Fig. 1: I/O pins on the die edge
Pins as bars across the die edge, other pins in gray.
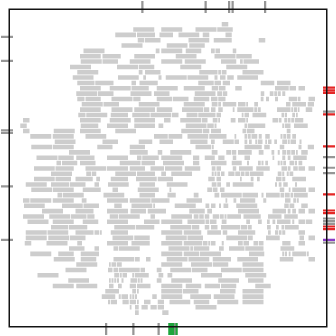
Fig. 2: wiring by layer
Scale bar: 50 um.
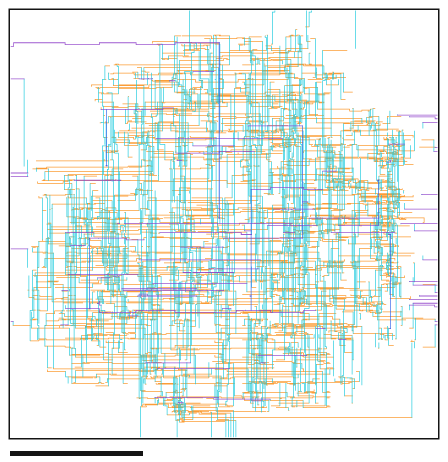
Fig. 3: clock network drawn from the DEF
Scale bar: 50 um.
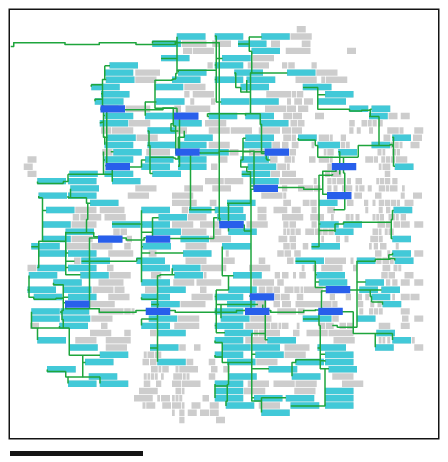
Fig. 4: where the registers sit
Other sequential cells in the stronger gray, the rest of the logic in the fainter gray.
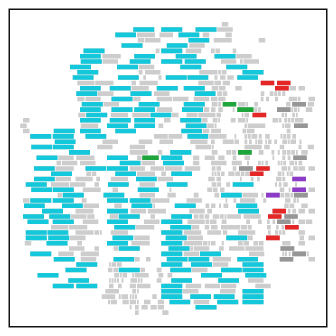
Fig. 5: clock wiring as the flow saved it
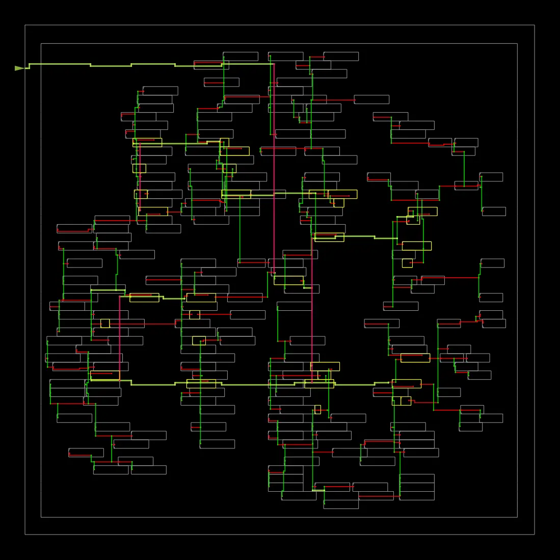
<file path="src/rtl/instr_streamer.sv">
// Automatic program source for the 10-bit processor: plays a loaded program onto PDATA,
// pulses STEP in place of the operator's button and follows PDONE from one instruction to the next.
module instr_streamer #(
    parameter int unsigned DEPTH     = 16,
    parameter int unsigned AW        = 4,
    parameter int unsigned STEP_GAP  = 4,
    parameter int unsigned MAX_STEPS = 8,
    parameter logic [3:0]  MVI_OP    = 4'b0010,
    parameter logic [9:0]  END_WORD  = 10'h3FF
) (
    input  logic          CLK,
    input  logic          CLR,
    input  logic          LOADEN,
    input  logic [AW-1:0] LOADADDR,
    input  logic [9:0]    LOADDATA,
    input  logic          START,
    input  logic          HALT,
    input  logic          PDONE,
    output logic [9:0]    PDATA,
    output logic          STEP,
    output logic [AW-1:0] PC,
    output logic          BUSY,
    output logic          FINISHED,
    output logic          FAULT
);

    localparam int unsigned NW = $clog2(MAX_STEPS + 1);
    localparam int unsigned GW = (STEP_GAP > 2) ? $clog2(STEP_GAP - 1) : 1;

    typedef enum logic [2:0] {
        S_IDLE, S_FETCH, S_SETUP, S_ISSUE, S_FIN, S_FAULT
    } state_t;

    state_t        state, state_n;
    logic [9:0]    mem [DEPTH];
    logic [9:0]    cur_word, imm_word, pdata_n;
    logic [AW-1:0] pc_inc, pc_n;
    logic [NW-1:0] nsteps, nsteps_n, nsteps_inc;
    logic [GW-1:0] gap_cnt, gap_cnt_n;
    logic          imm, imm_n, finished_n, fault_n;
    logic          start_go, pc_last, imm_hit;

    assign cur_word   = mem[PC];
    assign pc_inc     = PC + 1'b1;
    assign imm_word   = mem[pc_inc];
    assign nsteps_inc = nsteps + 1'b1;
    assign pc_last    = (PC == AW'(DEPTH - 1));
    assign imm_hit    = imm && (nsteps_inc == NW'(1));
    assign start_go   = (state == S_IDLE || state == S_FIN || state == S_FAULT) && START && !HALT;

    always_ff @(posedge CLK) begin
        if (!CLR && LOADEN && !BUSY)
            mem[LOADADDR] <= LOADDATA;
    end

    always_ff @(posedge CLK) begin
        if (CLR) begin
            state    <= S_IDLE;
            PC       <= '0;
            PDATA    <= '0;
            STEP     <= 1'b0;
            BUSY     <= 1'b0;
            FINISHED <= 1'b0;
            FAULT    <= 1'b0;
            nsteps   <= '0;
            imm      <= 1'b0;
            gap_cnt  <= '0;
        end else begin
            state    <= state_n;
            PC       <= pc_n;
            PDATA    <= pdata_n;
            STEP     <= (state_n == S_ISSUE);
            BUSY     <= (state_n == S_FETCH) || (state_n == S_SETUP) || (state_n == S_ISSUE);
            FINISHED <= finished_n;
            FAULT    <= fault_n;
            nsteps   <= nsteps_n;
            imm      <= imm_n;
            gap_cnt  <= gap_cnt_n;
        end
    end

    always_comb begin
        state_n = state;
        unique case (state)
            S_IDLE, S_FIN, S_FAULT: if (start_go) state_n = S_FETCH;
            S_FETCH: begin
                if (HALT)                       state_n = S_IDLE;
                else if (cur_word == END_WORD)  state_n = S_FIN;
                else                            state_n = S_SETUP;
            end
            S_SETUP: begin
                if (HALT)                                state_n = S_IDLE;
                else if (gap_cnt == GW'(STEP_GAP - 2))   state_n = S_ISSUE;
            end
            S_ISSUE: begin
                // PDONE outranks the immediate fetch, which outranks the step limit
                if (HALT)                                  state_n = S_IDLE;
                else if (PDONE)                            state_n = pc_last ? S_FIN : S_FETCH;
                else if (imm_hit)                          state_n = pc_last ? S_FAULT : S_SETUP;
                else if (nsteps_inc == NW'(MAX_STEPS))     state_n = S_FAULT;
                else                                       state_n = S_SETUP;
            end
            default: state_n = S_IDLE;
        endcase
    end

    always_comb begin
        pc_n       = PC;
        pdata_n    = PDATA;
        nsteps_n   = nsteps;
        imm_n      = imm;
        gap_cnt_n  = '0;
        finished_n = FINISHED;
        fault_n    = FAULT;
        if (start_go) begin
            pc_n       = '0;
            nsteps_n   = '0;
            imm_n      = 1'b0;
            finished_n = 1'b0;
            fault_n    = 1'b0;
        end
        if (!HALT) begin
            unique case (state)
                S_FETCH: begin
                    if (cur_word != END_WORD) begin
                        pdata_n  = cur_word;
                        nsteps_n = '0;
                        imm_n    = (cur_word[9:6] == MVI_OP);
                    end
                end
                S_SETUP: gap_cnt_n = gap_cnt + 1'b1;
                S_ISSUE: begin
                    nsteps_n = nsteps_inc;
                    if (PDONE) begin
                        if (!pc_last) pc_n = pc_inc;
                    end else if (imm_hit && !pc_last) begin
                        pc_n    = pc_inc;
                        pdata_n = imm_word;
                        imm_n   = 1'b0;
                    end
                end
                default: ;
            endcase
        end
        if (state_n == S_FIN)   finished_n = 1'b1;
        if (state_n == S_FAULT) fault_n    = 1'b1;
    end

endmodule

</file>
<file path="config.mk">
export PLATFORM = sky130hd
export DESIGN_NAME = instr_streamer
export DESIGN_NICKNAME = d
export VERILOG_FILES = /design/src/rtl/instr_streamer.sv
export SDC_FILE = /design/constraint.sdc
export NUM_CORES = 1
export LEC_CHECK = 0
export CAP_MARGIN = 40
export CORE_MARGIN = 5
export CORE_UTILIZATION = 40
export DETAILED_ROUTE_END_ITERATION = 7
export GPL_ROUTABILITY_DRIVEN = 0
export PLACE_DENSITY = 0.55
export SKIP_CTS_REPAIR_TIMING = 1
export SLEW_MARGIN = 20
export SYNTH_ARGS = -nofsm -noshare
export SYNTH_HDL_FRONTEND = slang
export SYNTH_SLANG_ARGS = --single-unit
export TNS_END_PERCENT = 1
</file>
<file path="constraint.sdc">
create_clock -name CLK -period 2.8 [get_ports CLK]
set_input_delay 0.42 -clock CLK [delete_from_list [all_inputs] [get_ports CLK]]
set_output_delay 0.42 -clock CLK [all_outputs]
set_load 0.005 [all_outputs]
</file>
==> results.toml <==
# implementation run metrics
[floorplan]
coreArea_sq_um = 22500
core_util_floorplan_pct = 40.47
io-pin-count = 38
fp-row-count = 55
die_area_sq_um = 25890

[hold_path]
min_to = "gap_cnt[0]"
worst_min_delay_path_startpoint = "gap_cnt[0]"
holdCritPathClass = "reg -> reg"
worstHoldPathCells = 1

[worst_setup_path]
crit_chain = "buf_12, mux4_1, a22oi_2, nand2_1, or3_1, or3_1, or3_1, a221oi_2"
setup.worst_path.class = "reg -> reg"
critical_path.startpoint = "PC[0]"
path_common_cell = "or3_1"
cp_data_required_time_ns = 3.15
cp-endpoint = "imm"
critical_path.startpoint_type = "flip-flop"
cpPeakStageDelay_ns = 0.57
timing.critical_path.max_delay_family = "simple AND/OR/NAND/NOR gates"
reg2reg_from = "PC[0]"
r2r_slack_ns = 0.03
end_kind = "flip-flop"
timing.critical_path.buf_inv = 1
worstPathMaxFanout = 8
crit_cells = 8
arrival_ns = 3.12
cp_slowest_cell = "mux4_1"
r2r.worst_path.cells = 8
r2r_end = "imm"

[layout]
finish.net_count = 663
fin_cells = 937
synthesis_to_finish_area_growth_pct = 20.08
drive_above_1_share_pct = 28.53
layout_top_cell = "edfxtp_1"
mostFrequentLayoutCells = "edfxtp_1, mux4_2, buf_4"
diodes = 0
final_cell_area_excluding_filler_cells_sq_um = 10940

[placement]
post-place-cells = 899
placed_cell_area_sq_um = 10250
hpwl_after_detailed_placement_um = 15830
place_ws_ns = -0.02081

[power_and_ir_drop]
total_power_w = 0.005564
netSwitchingPower_w = 0.001263
static-leakage-power_nw = 3.497
switching_share_pct = 22.70
power.internal_w = 0.004301
seq_power_share_pct = 55.0
relative_contribution_of_combinational_cells_to_total_power_pct = 2.9
power_per_cell_area_nw_per_um2 = 508.7
peakVddDrop_v = 0.0003430

[synth]
ys_types = 47
synthAdderAreaFrac_pct = 0.5495
synth-async-reset-ratio_pct = 0
post-synth-top-count-cell = "edfxtp_1"
ys_sh_aoi_pct = 6.004
synth.yosys.warnings = 0
synth.top_cells.by_count = "edfxtp_1, mux4_2, nor2_1"
synthesis.area_sq_um = 9107
post_synth_mux_area_share_pct = 24.59
avg_inst_size_synth_sq_um = 16.59
post_synth_and_or_nand_nor_area_fraction_pct = 6.182
synth_flop_count = 188
yosys_cells = 549
synth-edff-count = 160
synthXorXnorAreaFrac_pct = 0.4671
synth_top_area_share_pct = 52.75
synth.net_count = 573
synth_chip_area_sq_um = 9107
post_synth_inst_count = 549
cell_area_leaders = "edfxtp_1, mux4_2, mux4_1"
synth.largest_area_cell = "edfxtp_1"
yosys_most_used_dff = "edfxtp_1"
seq_total_area_yosys_pct = 58.91
synth.comb.largest_family = "multiplexers"

[timing]
finalCriticalPeriod_ns = 2.765
finalHoldViolations = 0
grt_setup_unrepaired = "true"
worst_slew_pin_slew_ns = 0.5776
tns_ns = 0
final_worst_setup_slack_ns = 0.03494
timing.final.max_slew_violations = 0
timing.slew.headroom_pct = 61.49
fmax_mhz = 361.7
finalSetupViolCount = 0
finalCritPeriodShare_pct = 98.75

[clock_tree]
clkSlewWorstSetupHoldPaths_ns = 0.07
cts.htree.levels = 4
cts-root-to-sink-buffers = 2
cts.root.buffer_cell = "clkbuf_16"
cts_num_sinks = 188
tritoncts_clock_tree = "yes"

[detailed_routing]
firstDrtPassIters = 5
route.detailed.vias_per_inst = 5.854
drtIter0Drc = 466
drtAntennaViolNets = 0
detail_route.drc_violations = 0

[global_route]
first_pass_grt_wire_length_um = 34670
grt_antenna_before_repair = 0
grt_start_max_net_pins = 28
first_global_vias = 5519
global_route.overflow_total = 0

[status]
outcome = "finished, final reports clean"

[run]
warning_count = 28
cap_violations = 0
Notes on Fig. 1 above:
legend:
  LOADADDR:
    color: green
    pins: 4
    direction: input
    edge: south
  PDATA:
    color: red
    pins: 10
    direction: output
    edge: east
  CLR:
    color: purple
    pins: 1
    direction: input
    edge: east
all pins by edge: 19 east, 8 south, 6 west, 5 north
number of I/O port buffers: 37
die height: 160.9 um
Die Span X: 160.9 um

Notes on Fig. 2 above:
legend:
  met2:
    color: cyan
    wire_length: 11300 um
  met1:
    color: orange
    wire_length: 10200 um
  met4:
    color: blue
    wire_length: 254 um
  met3:
    color: purple
    wire_length: 1230 um
vias post-DR: 5485
post-DR wirelength/cell: 24.51 um
overall track demand over capacity in global routing: 18.21%
total routed wirelength: 22970 um

Notes on Fig. 3 above:
legend:
  flip-flops:
    color: cyan
    count: 188
  clock wires:
    color: green
    length: 2140 um
  cells driving clock nets:
    color: blue
    count: 17
routed clock nets: 18
flops lie: widely spread
Skew-Pair Late Insertion Delay: 0.44 ns
part of the power in the clock network: 42.1%
P_clk: 0.00234 W
Setup Skew: 0.009665 ns

Notes on Fig. 4 above:
legend:
  PC:
    color: green
    placed_flops: 4
  state:
    color: purple
    placed_flops: 3
  mem:
    color: cyan
    placed_flops: 160
  PDATA:
    color: red
    placed_flops: 10
flip-flop and latch power: 0.00306 W
area used by sequential logic in the layout: 5373 sq um
sequential portion of the cell area: 49.12%

Notes on Fig. 5 above:
FF+latch count: 188
total CTS buffers: 17

## flip-flops by register name (all words and copies together), names as in the netlist
name / cells
BUSY: 1
FAULT: 1
FINISHED: 1
PC: 4
PDATA: 10
STEP: 1
gap_cnt: 2
imm: 1
mem: 160
nsteps: 4
state: 3
## power groups by stage
stage               registers [W]  logic [W]  clock network (W)
floorplan                 0.00312  0.0000581                  0
global placement          0.00312   0.000154                  0
detailed placement        0.00313   0.000159                  0
CTS                       0.00306   0.000159            0.00239
global route              0.00306   0.000173            0.00251
finish                    0.00306   0.000159            0.00234
## per-stage QoR
stage | hold WS [ns] | utilization [%]
final | 0.4155 | 48.60
after detailed placement | 0.4053 | 45.57
after CTS | 0.4159 | 48.11
after global routing | 0.4218 | 48.60
after floorplan | 0.3922 | -
after global placement | 0.4012 | 45.57
## worst reg2reg max path: stages (launching register included)
cell	delay [ns]
dfxtp_4	0.42
buf_12	0.15
mux4_1	0.58
a22oi_2	0.23
nand2_1	0.13
or3_1	0.31
or3_1	0.33
or3_1	0.33
a221oi_2	0.21
## cell families (layout without fill, tap and decap cells)
family / after synthesis / after routing
compound gates: 84 / 84
fa+ha+maj: 4 / 4
flops: 188 / 188
simple gates: 116 / 116
xor+xnor: 4 / 4
buf+inv: 46 / 149
mux: 107 / 107
## layout make-up
class	instances	area [sq um]
clock buffer	17	425.4
clock inverter	15	146.4
fill	1865	11570
inverter	10	37.54
multi-input combinational	315	3518
sequential	188	5373
tap	285	356.6
timing repair buffer	107	1080
## routing by layer
layer  part of all wire, %  track usage (%)  vias up
li1                      -                -     2455
met1                    44            25.01     2859
met2                    49            29.49      154
met3                   5.3            4.568       17
met4                   1.1            4.343        0
met5                     0                0        -
Power is estimated from default activity; no workload was simulated.
